**src/rtl/ps2_tx_if.sv**
```systemverilog
// Command handshake between a byte producer and the PS/2 host transmitter.
interface ps2_tx_if;
  logic [7:0] tx_data;
  logic       tx_valid;
  logic       tx_ready;
  logic       tx_done;
  logic       tx_err;
  logic [1:0] err_code;

  modport master (
    output tx_data, tx_valid,
    input  tx_ready, tx_done, tx_err, err_code
  );

  modport slave (
    input  tx_data, tx_valid,
    output tx_ready, tx_done, tx_err, err_code
  );
endinterface

```
**src/rtl/ps2_host_tx.sv**
```systemverilog
// Host-to-device PS/2 command transmitter with open-drain pull-low enables.
// Define PS2_TX_RETRY_EN to retry a failed byte once before reporting an error.
module ps2_host_tx #(
  parameter int unsigned INHIBIT_CYC = 10000,
  parameter int unsigned TIMEOUT_CYC = 2000000
) (
  input  logic     clk,
  input  logic     rst_n,
  input  logic     kclk,
  input  logic     kdata,
  output logic     kclk_oe,
  output logic     kdata_oe,
  ps2_tx_if.slave  bus
);

  localparam int unsigned CntMax = (INHIBIT_CYC > TIMEOUT_CYC) ? INHIBIT_CYC : TIMEOUT_CYC;
  localparam int unsigned CntW   = $clog2(CntMax + 1);

  typedef enum logic [2:0] {
    StIdle, StInhibit, StReq, StShift, StAck, StWaitIdle, StErr
  } state_e;

  state_e          state_q, state_d;
  logic [CntW-1:0] cnt_q, cnt_d, cnt_inc;
  logic [3:0]      idx_q, idx_d;
  logic [9:0]      frame_q, frame_d;
  logic            kdata_oe_q, kdata_oe_d;
  logic [1:0]      err_code_q, err_code_d;
  logic            done_q, done_d;
  logic            kclk_s1, kclk_s2, kclk_prev, kdata_s1, kdata_s2;
  logic            fall, timeout, fail;
  logic [1:0]      fail_code;
`ifdef PS2_TX_RETRY_EN
  logic            retry_q, retry_d;
`endif

  assign fall    = kclk_prev & ~kclk_s2;
  assign timeout = (cnt_q == CntW'(TIMEOUT_CYC - 1));
  assign cnt_inc = (cnt_q == '1) ? cnt_q : cnt_q + 1'b1;

  always_ff @(posedge clk) begin
    if (!rst_n) begin
      kclk_s1    <= 1'b1;
      kclk_s2    <= 1'b1;
      kclk_prev  <= 1'b1;
      kdata_s1   <= 1'b1;
      kdata_s2   <= 1'b1;
      state_q    <= StIdle;
      cnt_q      <= '0;
      idx_q      <= '0;
      frame_q    <= '0;
      kdata_oe_q <= 1'b0;
      err_code_q <= 2'b00;
      done_q     <= 1'b0;
`ifdef PS2_TX_RETRY_EN
      retry_q    <= 1'b0;
`endif
    end else begin
      kclk_s1    <= kclk;
      kclk_s2    <= kclk_s1;
      kclk_prev  <= kclk_s2;
      kdata_s1   <= kdata;
      kdata_s2   <= kdata_s1;
      state_q    <= state_d;
      cnt_q      <= cnt_d;
      idx_q      <= idx_d;
      frame_q    <= frame_d;
      kdata_oe_q <= kdata_oe_d;
      err_code_q <= err_code_d;
      done_q     <= done_d;
`ifdef PS2_TX_RETRY_EN
      retry_q    <= retry_d;
`endif
    end
  end

  always_comb begin
    state_d    = state_q;
    cnt_d      = cnt_q;
    idx_d      = idx_q;
    frame_d    = frame_q;
    kdata_oe_d = kdata_oe_q;
    err_code_d = err_code_q;
    done_d     = 1'b0;
    fail       = 1'b0;
    fail_code  = 2'b00;
`ifdef PS2_TX_RETRY_EN
    retry_d    = retry_q;
`endif

    unique case (state_q)
      StIdle: begin
        if (bus.tx_valid) begin
          // Frame word: d0..d7, odd parity, stop; start bit is driven in StReq.
          frame_d = {1'b1, ~^bus.tx_data, bus.tx_data};
          cnt_d   = '0;
          state_d = StInhibit;
`ifdef PS2_TX_RETRY_EN
          retry_d = 1'b0;
`endif
        end
      end
      StInhibit: begin
        cnt_d = cnt_inc;
        if (cnt_q == CntW'(INHIBIT_CYC - 1)) begin
          kdata_oe_d = 1'b1;
          state_d    = StReq;
        end
      end
      StReq: begin
        cnt_d   = '0;
        idx_d   = '0;
        state_d = StShift;
      end
      StShift: begin
        cnt_d = cnt_inc;
        if (timeout) begin
          fail      = 1'b1;
          fail_code = 2'b01;
        end else if (fall) begin
          kdata_oe_d = ~frame_q[idx_q];
          idx_d      = idx_q + 1'b1;
          if (idx_q == 4'd9) state_d = StAck;
        end
      end
      StAck: begin
        cnt_d = cnt_inc;
        if (timeout) begin
          fail      = 1'b1;
          fail_code = 2'b01;
        end else if (fall) begin
          if (!kdata_s2) begin
            state_d = StWaitIdle;
          end else begin
            fail      = 1'b1;
            fail_code = 2'b10;
          end
        end
      end
      StWaitIdle: begin
        cnt_d = cnt_inc;
        if (timeout) begin
          fail      = 1'b1;
          fail_code = 2'b01;
        end else if (kclk_s2 && kdata_s2) begin
          done_d  = 1'b1;
          state_d = StIdle;
        end
      end
      StErr: begin
        kdata_oe_d = 1'b0;
        state_d    = StIdle;
      end
      default: state_d = StIdle;
    endcase

    if (fail) begin
      kdata_oe_d = 1'b0;
`ifdef PS2_TX_RETRY_EN
      if (!retry_q) begin
        retry_d = 1'b1;
        cnt_d   = '0;
        state_d = StInhibit;
      end else begin
        err_code_d = fail_code;
        state_d    = StErr;
      end
`else
      err_code_d = fail_code;
      state_d    = StErr;
`endif
    end
  end

  assign kclk_oe      = (state_q == StInhibit);
  assign kdata_oe     = kdata_oe_q;
  assign bus.tx_ready = (state_q == StIdle);
  assign bus.tx_done  = done_q;
  assign bus.tx_err   = (state_q == StErr);
  assign bus.err_code = err_code_q;

endmodule

```
**src/flat_wrapper.sv**
```systemverilog
// flat-port wrapper written by rule: the top's interface ports become plain ports
module ps2_host_tx_flat 
#(
  parameter int unsigned INHIBIT_CYC = 10000,
  parameter int unsigned TIMEOUT_CYC = 2000000
)
  (clk, rst_n, kclk, kdata, kclk_oe, kdata_oe, bus_tx_data, bus_tx_valid, bus_tx_ready, bus_tx_done, bus_tx_err, bus_err_code);
  ps2_tx_if bus_i ();
  input  logic clk;
  input  logic rst_n;
  input  logic kclk;
  input  logic kdata;
  output logic kclk_oe;
  output logic kdata_oe;
  input wire logic [$bits(bus_i.tx_data)-1:0] bus_tx_data;
  input wire logic [$bits(bus_i.tx_valid)-1:0] bus_tx_valid;
  output wire logic [$bits(bus_i.tx_ready)-1:0] bus_tx_ready;
  output wire logic [$bits(bus_i.tx_done)-1:0] bus_tx_done;
  output wire logic [$bits(bus_i.tx_err)-1:0] bus_tx_err;
  output wire logic [$bits(bus_i.err_code)-1:0] bus_err_code;
  assign bus_i.tx_data = bus_tx_data;
  assign bus_i.tx_valid = bus_tx_valid;
  assign bus_tx_ready = bus_i.tx_ready;
  assign bus_tx_done = bus_i.tx_done;
  assign bus_tx_err = bus_i.tx_err;
  assign bus_err_code = bus_i.err_code;
  ps2_host_tx #(.INHIBIT_CYC(INHIBIT_CYC), .TIMEOUT_CYC(TIMEOUT_CYC)) u_core (.clk(clk), .rst_n(rst_n), .kclk(kclk), .kdata(kdata), .kclk_oe(kclk_oe), .kdata_oe(kdata_oe), .bus(bus_i));
endmodule
```
**config.mk**
```make
export PLATFORM = sky130hd
export DESIGN_NAME = ps2_host_tx_flat
export DESIGN_NICKNAME = d
export VERILOG_FILES = /design/src/rtl/ps2_tx_if.sv /design/src/rtl/ps2_host_tx.sv /design/src/flat_wrapper.sv
export SDC_FILE = /design/constraint.sdc
export NUM_CORES = 1
export LEC_CHECK = 0
export ABC_AREA = 1
export CAP_MARGIN = 5
export CORE_UTILIZATION = 45
export DETAILED_ROUTE_END_ITERATION = 7
export MAX_ROUTING_LAYER = met4
export SKIP_CTS_REPAIR_TIMING = 1
export SYNTH_ARGS = -nofsm -noshare
export SYNTH_HDL_FRONTEND = slang
export SYNTH_SLANG_ARGS = --single-unit
```
**constraint.sdc**
```tcl
create_clock -name clk -period 3.2 [get_ports clk]
set_input_delay 0.32 -clock clk [delete_from_list [all_inputs] [get_ports clk]]
set_output_delay 0.32 -clock clk [all_outputs]
set_load 0.05 [all_outputs]
```
==> impl_metrics.ini, run 1 <==
; physical design summary
[routing]
wl_mm = 6.16
wire_per_inst_um = 12.2
viasPerCell = 5.05
top_layer = met4
met1Wirelength_mm = 3.01
wl_met2_mm = 2.89
ant_nets = 0
drc = 0
vias = 2555

[cells_and_area]
final_layout_size_suffix_gt1_share_pct = 9.45
fin_nets = 449
fin_util_pct = 54.0
nNonClkInverters = 49
area_growth_pct = 12.7
combGateArea_um2 = 1540
stdcell_count = 506
buf_share_pct = 6.45
nClkBuffers = 6
clockNetworkAreaShare_pct = 3.84
comb_cells = 310
final-seq-area_um2 = 941
num_antenna_cells = 0
comb_share_pct = 50.1

[worst_setup_path]
worstSetupStartpoint = u_core.state_q[2]
start_kind = register
cp.arrival_ns = 2.06
cp_num_buf_inv = 1
path_class = register to output pin
cp.required_ns = 2.88
worstSetupEndpointType = output pin
critPathSlowestCell = clkdlybuf4s50_1
crit_family = buffers and inverters
path_cells = nand2_1 -> nor2_1 -> clkdlybuf4s50_1

[sta]
rsz0062_at_grt = false
fmax_ghz = 0.420
finalCritPeriodShare_pct = 74.5
setup_violations = 0
period_needed_ns = 2.38
fin_setup_tns_ns = 0
max-slew-margin-rel_pct = 63.9
hold_viol = 0

[global_routing]
grt_max_degree = 22
grt_pass1_wl_mm = 10.4
grt_usage_pct = 21.7
first_global_vias = 2280

[logic_synthesis]
syn-instance-count = 416
yosysMostFrequentCell = nand2_1
ys_warn_count = 0
syn_nets = 432
ys_seq_share_pct = 34.6
yosys_area_um2 = 2720
synth.top_cell.area_share_pct = 34.6
flop_cell = dfxtp_1
yosysUniqueCellTypes = 35
ys_top_cells_by_area = dfxtp_1 35%, nand2_1 12%, nor2_1 11%
syn_avg_cell_area_um2 = 6.54
top_area_cell = dfxtp_1
top_cells_by_count = 88 x nand2_1, 77 x nor2_1, 47 x dfxtp_1
synth_flops = 47
netlist_area_um2 = 2720

[floorplanning]
chipHeight_um = 79.7
n_tap_cell = 72
rows = 27
top_level_ports = 20
initial_utilization_pct = 47.9

[placed_design]
gp_congestion = 0.855
dp.cells = 498
io_buffers = 19

[worst_hold_path]
min_path_type = register to register
worstHoldStart = u_core.kdata_s1

[power]
p_leak_nw = 1.22
power_per_cell_area_nw_per_um2 = 613
ir_drop_uv = 431

[status]
outcome = finished, final reports clean

[job]
maxCapViolCount = 0
warning_count = 27

[clocking]
path_clk_slew_ns = 0.08
htreeDepth = 2
clockBufferDepth = 2
cts_tree = built
## run 1: path summary, 6_finish.rpt
check	endpoint	slack [ns]	depth (start not counted)
worst min register to register	u_core.kdata_s2	0.42	1
worst max register to register	u_core.state_q[0]	1.26	10
worst max-delay path	bus_tx_err	0.82	3
worst min-delay path	u_core.kdata_s2	0.42	1
## run 1: metal layers
metal	GRT usage (%)	up-vias
met1	26.9	1153
met5	-	-
met2	36.7	42
met3	4.23	4
met4	4.82	0
li1	-	1356
## run 1: per-stage QoR
stage / power, mW / setup slack, ns / hold slack, ns / cell area, um^2
after floorplan: 1.27 / 1.30 / 0.393 / 2720
after global placement: 1.42 / 1.19 / 0.395 / 2950
after detailed placement: 1.42 / 1.16 / 0.399 / 2950
after CTS: 1.89 / 0.820 / 0.421 / 3070
after global routing: 2.00 / 0.752 / 0.431 / 3070
final: 1.88 / 0.817 / 0.420 / 3070
## run 1: kinds of logic (layout without fill, tap and decap cells)
kind of cell | Yosys count | count (layout) | synth area share [%]
AND/OR/NAND/NOR | 241 | 241 | 40.8
buffers and inverters | 59 | 77 | 8.97
AND-OR/OR-AND | 57 | 57 | 11.4
flip-flops | 47 | 47 | 34.6
XOR/XNOR | 9 | 9 | 2.90
adder cells (fa/ha/maj) | 3 | 3 | 1.38
## run 1: flip-flops by register name, indices dropped and copies added, names as in the netlist
signal,count
u_core.kclk_prev,1
u_core.kdata_s2,1
u_core.frame_q,10
u_core.bus.tx_done,1
u_core.kdata_oe,1
u_core.kclk_s2,1
u_core.idx_q,4
u_core.kclk_s1,1
u_core.bus.err_code,2
u_core.kdata_s1,1
u_core.state_q,3
u_core.cnt_q,21
## run 1: power breakdown
part	internal, mW	leakage [nW]	switching, mW
clock network	0.253	0.0612	0.216
logic	0.219	0.776	0.464
registers	0.657	0.383	0.0692
### Routed metal, one colour a layer, run 1

(3 px per um)
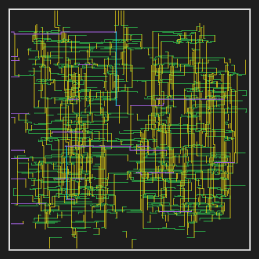
| colour | layer | wire length |
|---|---|---|
| green | met1 | 3010 um |
| yellow | met2 | 2890 um |
| cyan | met4 | 42.2 um |
| purple | met3 | 211 um |

### Clock wiring as the flow saved it, run 1

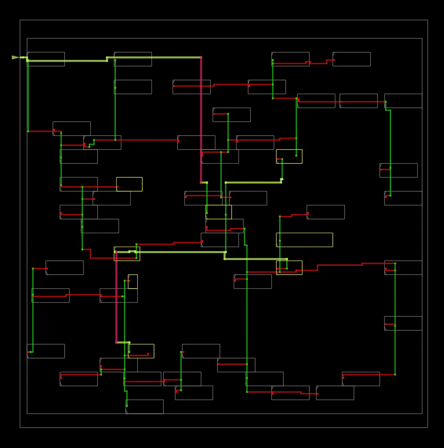
total CTS buffers: 5
clk sinks: 47
flip-flops: 47
Clk. pwr: 0.470 mW
Late-Pin Clk Latency: 0.31 ns

### Clock wires, drivers and flops, run 1

(6 px per um)
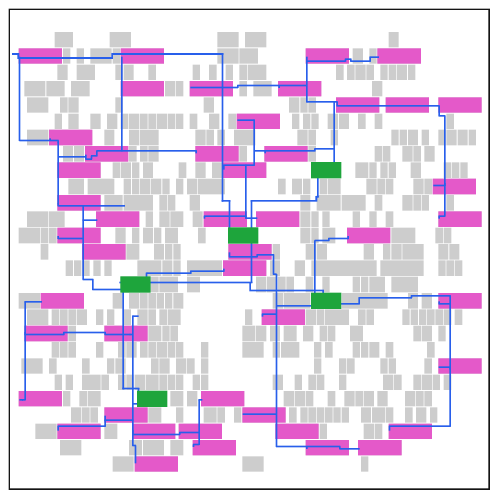
[green] cells driving clock nets | count: 5
[magenta] flip-flops | count: 47
[blue] clock wires | length: 690 um
routed clock nets: 6
flops lie: spread over the die

### Met3 routing, run 1

(6 px per um)
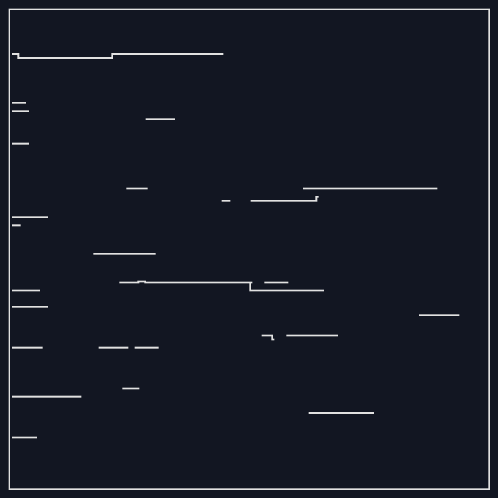

==> run 2: changes to the inputs <==
==> constraint.sdc (replaced) <==
create_clock -name clk -period 2.34 [get_ports clk]
set_input_delay 0.234 -clock clk [delete_from_list [all_inputs] [get_ports clk]]
set_output_delay 0.234 -clock clk [all_outputs]
set_load 0.05 [all_outputs]
### Met3 routing, run 2

(6 px per um)
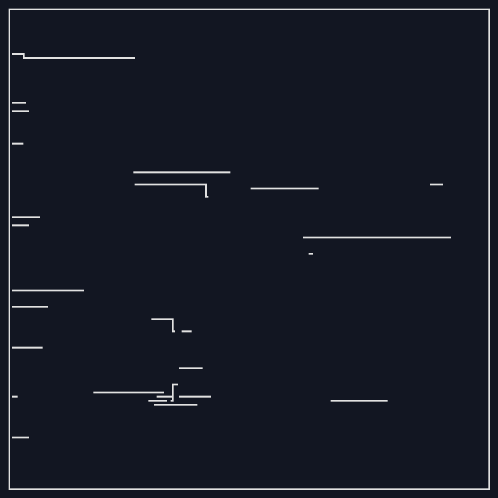
longest straight run: 24.4 um
wire length on this layer: 179 um
nets with wire on the layer: 23
share of all routed wire: 2.9%
main direction: horizontal

### Gate families picked out, run 2

(3 px per um)
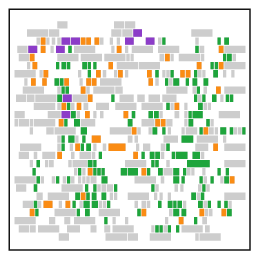
| colour | family | cells | most used |
|---|---|---|---|
| green | NAND gates | 139 | nand2_1 |
| purple | XOR/XNOR gates | 9 | xnor2_1 |
| orange | inverting AOI/OAI gates | 55 | a21oi_1 |

==> impl_metrics.ini, run 2 <==
; physical design summary
[power]
power_per_cell_area_nw_per_um2 = 798
ir_drop_uv = 558

[routing]
wl_met2_mm = 2.95
met1Wirelength_mm = 3.02
drc = 0
ant_nets = 0
viasPerCell = 5.02
top_layer = met4

[cells_and_area]
largest_reg_flops = 21
fin_nets = 452
area_growth_pct = 12.6
reg_top3 = u_core.cnt_q x21, u_core.frame_q x10, u_core.idx_q x4
largest-register = u_core.cnt_q
stdcell_count = 508
final_layout_size_suffix_gt1_share_pct = 9.86

[global_routing]
grt_max_degree = 22
grt_util_met3_pct = 3.09
grt.busiest_layer = met2
grtUsageMet1_pct = 27.3
grt_usage_pct = 21.7
first_global_vias = 2349
grt_pass1_wl_mm = 10.7
grt.met2_usage_pct = 37.6

[sta]
max-slew-margin-rel_pct = 66.1
fin_setup_tns_ns = 0
finalCritPeriodShare_pct = 89.7
rsz0062_at_grt = false
hold_viol = 0
fmax_ghz = 0.477

[placed_design]
io_buffers = 19
dp.cells = 501

[worst_setup_path]
path_class = register to output pin
path_cells = nor2_4 -> nand2_1 -> inv_1 -> clkdlybuf4s50_1
critPathSlowestCell = clkdlybuf4s50_1
reg2regPathDepth = 12
worstSetupEndpointType = output pin
start_kind = register
cp.arrival_ns = 1.86
cp.required_ns = 2.11

[logic_synthesis]
yosysUniqueCellTypes = 35
flop_cell = dfxtp_1
synth.top_cell.area_share_pct = 34.6
synth_flops = 47
ys_seq_share_pct = 34.6
ys_top_cells_by_area = dfxtp_1 35%, nand2_1 12%, nor2_1 11%
netlist_area_um2 = 2720
top_area_cell = dfxtp_1
ys_warn_count = 0
top_cells_by_count = 88 x nand2_1, 77 x nor2_1, 47 x dfxtp_1
yosysMostFrequentCell = nand2_1

[floorplanning]
chipHeight_um = 79.7
rows = 27

[clocking]
cts_tree = built
cts_buffers = 5
clockBufferDepth = 2
path_clk_slew_ns = 0.09
htreeDepth = 2
cts.sinks = 47
clock.latency.late_pin_ns = 0.30

[worst_hold_path]
hold_path_depth = 1

[job]
maxCapViolCount = 0
warning_count = 27

[status]
outcome = finished, final reports clean
==> run 2: per-stage QoR <==
step | area, um^2 | power [mW] | hold slack (ns) | worst slack (ns) | utilization [%]
3_3_place_gp | 2970 | 1.95 | 0.398 | 0.402 | 52.3
5_1_grt | 3060 | 2.63 | 0.447 | 0.146 | 54.0
2_1_floorplan | 2720 | 1.73 | 0.341 | 0.440 | -
3_5_place_dp | 2970 | 1.96 | 0.404 | 0.387 | 52.3
4_1_cts | 3060 | 2.47 | 0.426 | 0.0478 | 53.9
6_report | 3060 | 2.45 | 0.422 | 0.242 | 54.0
==> run 2: worst paths after layout <==
check | start | to | slack [ns]
min reg2reg | u_core.kclk_s1 | u_core.kclk_s2 | 0.42
max | u_core.state_q[2] | bus_tx_ready | 0.24
min | u_core.kclk_s1 | u_core.kclk_s2 | 0.42
max reg2reg | u_core.cnt_q[0] | u_core.cnt_q[17] | 0.43
==> run 2: critical path: cells and delay by family, from the launching register on <==
kind          cells  cell delay [ns]
buf+inv           2             0.85
simple gates      2             0.29
flops             1             0.44
==> run 2: kinds of logic (layout without fill, tap and decap cells) <==
family                   after synthesis  count (layout)  synth area share, %
AND-OR/OR-AND                         57              57                 11.4
XOR/XNOR                               9               9                 2.90
adder cells (fa/ha/maj)                3               3                 1.38
buffers and inverters                 59              79                 8.97
flip-flops                            47              47                 34.6
AND/OR/NAND/NOR                      241             241                 40.8
==> run 2: where the power goes <==
group	switching, mW	internal (mW)
Sequential	0.0975	0.898
Combinational	0.638	0.306
Clock	0.273	0.233
Total	1.01	1.44
==> run 2: final cells by class <==
cell class                 count  area, um^2
clock inverter                 1        5.00
timing repair buffer          23         225
inverter                      49         184
fill                         597        2610
tap                           72        90.1
multi-input combinational    310        1540
sequential                    47         941
clock buffer                   6        82.6
### Routed metal, one colour a layer, run 2

(3 px per um)
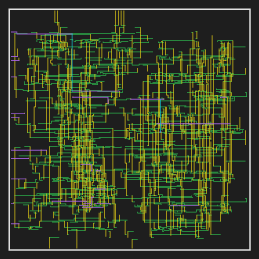

==> run 3: changes to the inputs <==
==> constraint.sdc (replaced) <==
create_clock -name clk -period 2.3 [get_ports clk]
set_input_delay 0.23 -clock clk [delete_from_list [all_inputs] [get_ports clk]]
set_output_delay 0.23 -clock clk [all_outputs]
set_load 0.05 [all_outputs]
### Routed metal, one colour a layer, run 3

(3 px per um)
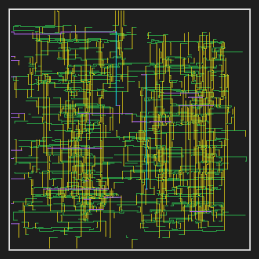
| colour | layer | wire length |
|---|---|---|
| yellow | met2 | 2910 um |
| purple | met3 | 184 um |
| green | met1 | 2890 um |
| cyan | met4 | 62.6 um |

==> impl_metrics.ini, run 3 <==
; physical design summary
[logic_synthesis]
top_area_cell = dfxtp_1
ys_sh_aoi_pct = 11.4
syn-instance-count = 416
synthTopLogicFamily = simple AND/OR/NAND/NOR gates
ys_sh_adder_pct = 1.38
synth.top_cell.area_share_pct = 34.6
syn_avg_cell_area_um2 = 6.54
yosysMostFrequentCell = nand2_1
ys_seq_share_pct = 34.6
synth_flops = 47
netlist_area_um2 = 2720
xor_share_pct = 2.90
synth.mux.area_fraction_pct = 0
syn_nets = 432
yosys_area_um2 = 2720
simple_gate_area_share_pct = 40.8
ys_top_cells_by_area = dfxtp_1 35%, nand2_1 12%, nor2_1 11%

[sta]
fin_setup_tns_ns = 0
finalCritPeriodShare_pct = 91.4
hold_viol = 0
rsz0062_at_grt = false
fmax_ghz = 0.476
setup_violations = 0
max-slew-margin-rel_pct = 66.5
period_needed_ns = 2.10

[worst_hold_path]
hold_path_end = u_core.kclk_s2
min_path_type = register to register
hold_path_depth = 1
worstHoldStart = u_core.kclk_s1

[cells_and_area]
combGateArea_um2 = 1540
reg_top3 = u_core.cnt_q x21, u_core.frame_q x10, u_core.idx_q x4
fin_nets = 452
fillers = 580
final_layout_size_suffix_gt1_share_pct = 10.1
fin_util_pct = 54.1
num_antenna_cells = 0
largest-register = u_core.cnt_q
final_area_um2 = 3070
final-seq-area_um2 = 941
largest_reg_flops = 21

[status]
outcome = finished, final reports clean

[global_routing]
first_global_vias = 2336
grt_usage_pct = 21.4
grt_max_degree = 22
grt_pass1_wl_mm = 10.3

[floorplanning]
initial_utilization_pct = 47.9
rows = 27
chipHeight_um = 79.7

[clocking]
cts.sinks = 47
htreeDepth = 2
clockBufferDepth = 2
cts_buffers = 5
cts_tree = built
path_clk_slew_ns = 0.09

[worst_setup_path]
path_class = register to output pin
worstSetupEndpointType = output pin
reg2regPathDepth = 12
start_kind = register
r2r_start = u_core.cnt_q[0]
cp.required_ns = 2.07

[placed_design]
placed_cell_area_um2 = 2970
gp_congestion = 0.877
io_buffers = 19

[routing]
drc = 0
ant_nets = 0
wire_per_inst_um = 11.9
wl_mm = 6.05
viasPerCell = 4.97

[job]
maxCapViolCount = 0
warning_count = 27

[power]
p_leak_nw = 1.24
### Clock wires, drivers and flops, run 3

(6 px per um)
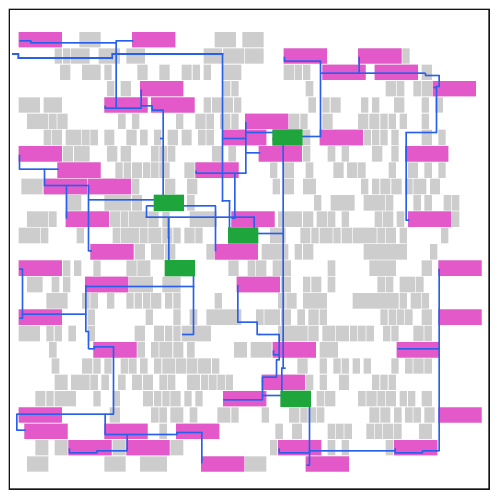
[green] cells driving clock nets | count: 5
[blue] clock wires | length: 651 um
[magenta] flip-flops | count: 47
routed clock nets: 6

[run 3: final cells by class]
type                    count  area share, %
multi-input cells         310           50.0
flip-flops and latches     47           30.6
repair buffers             23           7.17
inverters                  49           5.99
clock buffers               8           3.26
well taps                  72           2.93
[run 3: cell families after synthesis]
kind of cell,Yosys count
AND/OR/NAND/NOR,241
buffers and inverters,59
AND-OR/OR-AND,57
flip-flops,47
XOR/XNOR,9
adder cells (fa/ha/maj),3
[run 3: worst max-delay path, stage by stage (launching register included)]
cell and delay (ns):
dfxtp_1 0.43, nor2_4 0.19, nand2_1 0.10, inv_1 0.06, clkdlybuf4s50_1 0.79
[run 3: how the worst max path moves through the flow]
stage,depth (start not counted),slack [ns],to
after floorplan,8,0.40,u_core.state_q[1]
after global placement,4,0.43,kclk_oe
after detailed placement,12,0.40,u_core.cnt_q[17]
after CTS,4,0.06,kclk_oe
after global routing,4,0.10,bus_tx_ready
final,4,0.20,bus_tx_ready
[run 3: stage by stage]
stage | power (mW) | cells | hold slack [ns] | worst slack, ns
6_report | 2.52 | 509 | 0.418 | 0.198
5_1_grt | 2.69 | 509 | 0.443 | 0.102
4_1_cts | 2.55 | 509 | 0.419 | 0.0611
3_5_place_dp | 1.98 | 501 | 0.398 | 0.398
3_3_place_gp | 1.98 | 501 | 0.394 | 0.431
2_1_floorplan | 1.76 | 416 | 0.337 | 0.400
[run 3: routing by layer]
metal	part of all wire, %	up-vias	global-route usage [%]
met5	0	-	-
met1	48	1122	26.1
met3	3.0	5	2.74
met2	48	39	37.1
li1	-	1365	-
met4	1.0	0	5.89
[run 3: where the power goes]
group	total [mW]	switching, mW	internal [mW]	leakage [nW]
clock	0.556	0.281	0.275	0.0515
sequential	1.01	0.0957	0.914	0.383
combinational	0.953	0.642	0.311	0.809
total	2.52	1.02	1.50	1.24
No activity file was given, so power comes from the tool's default toggle rates.
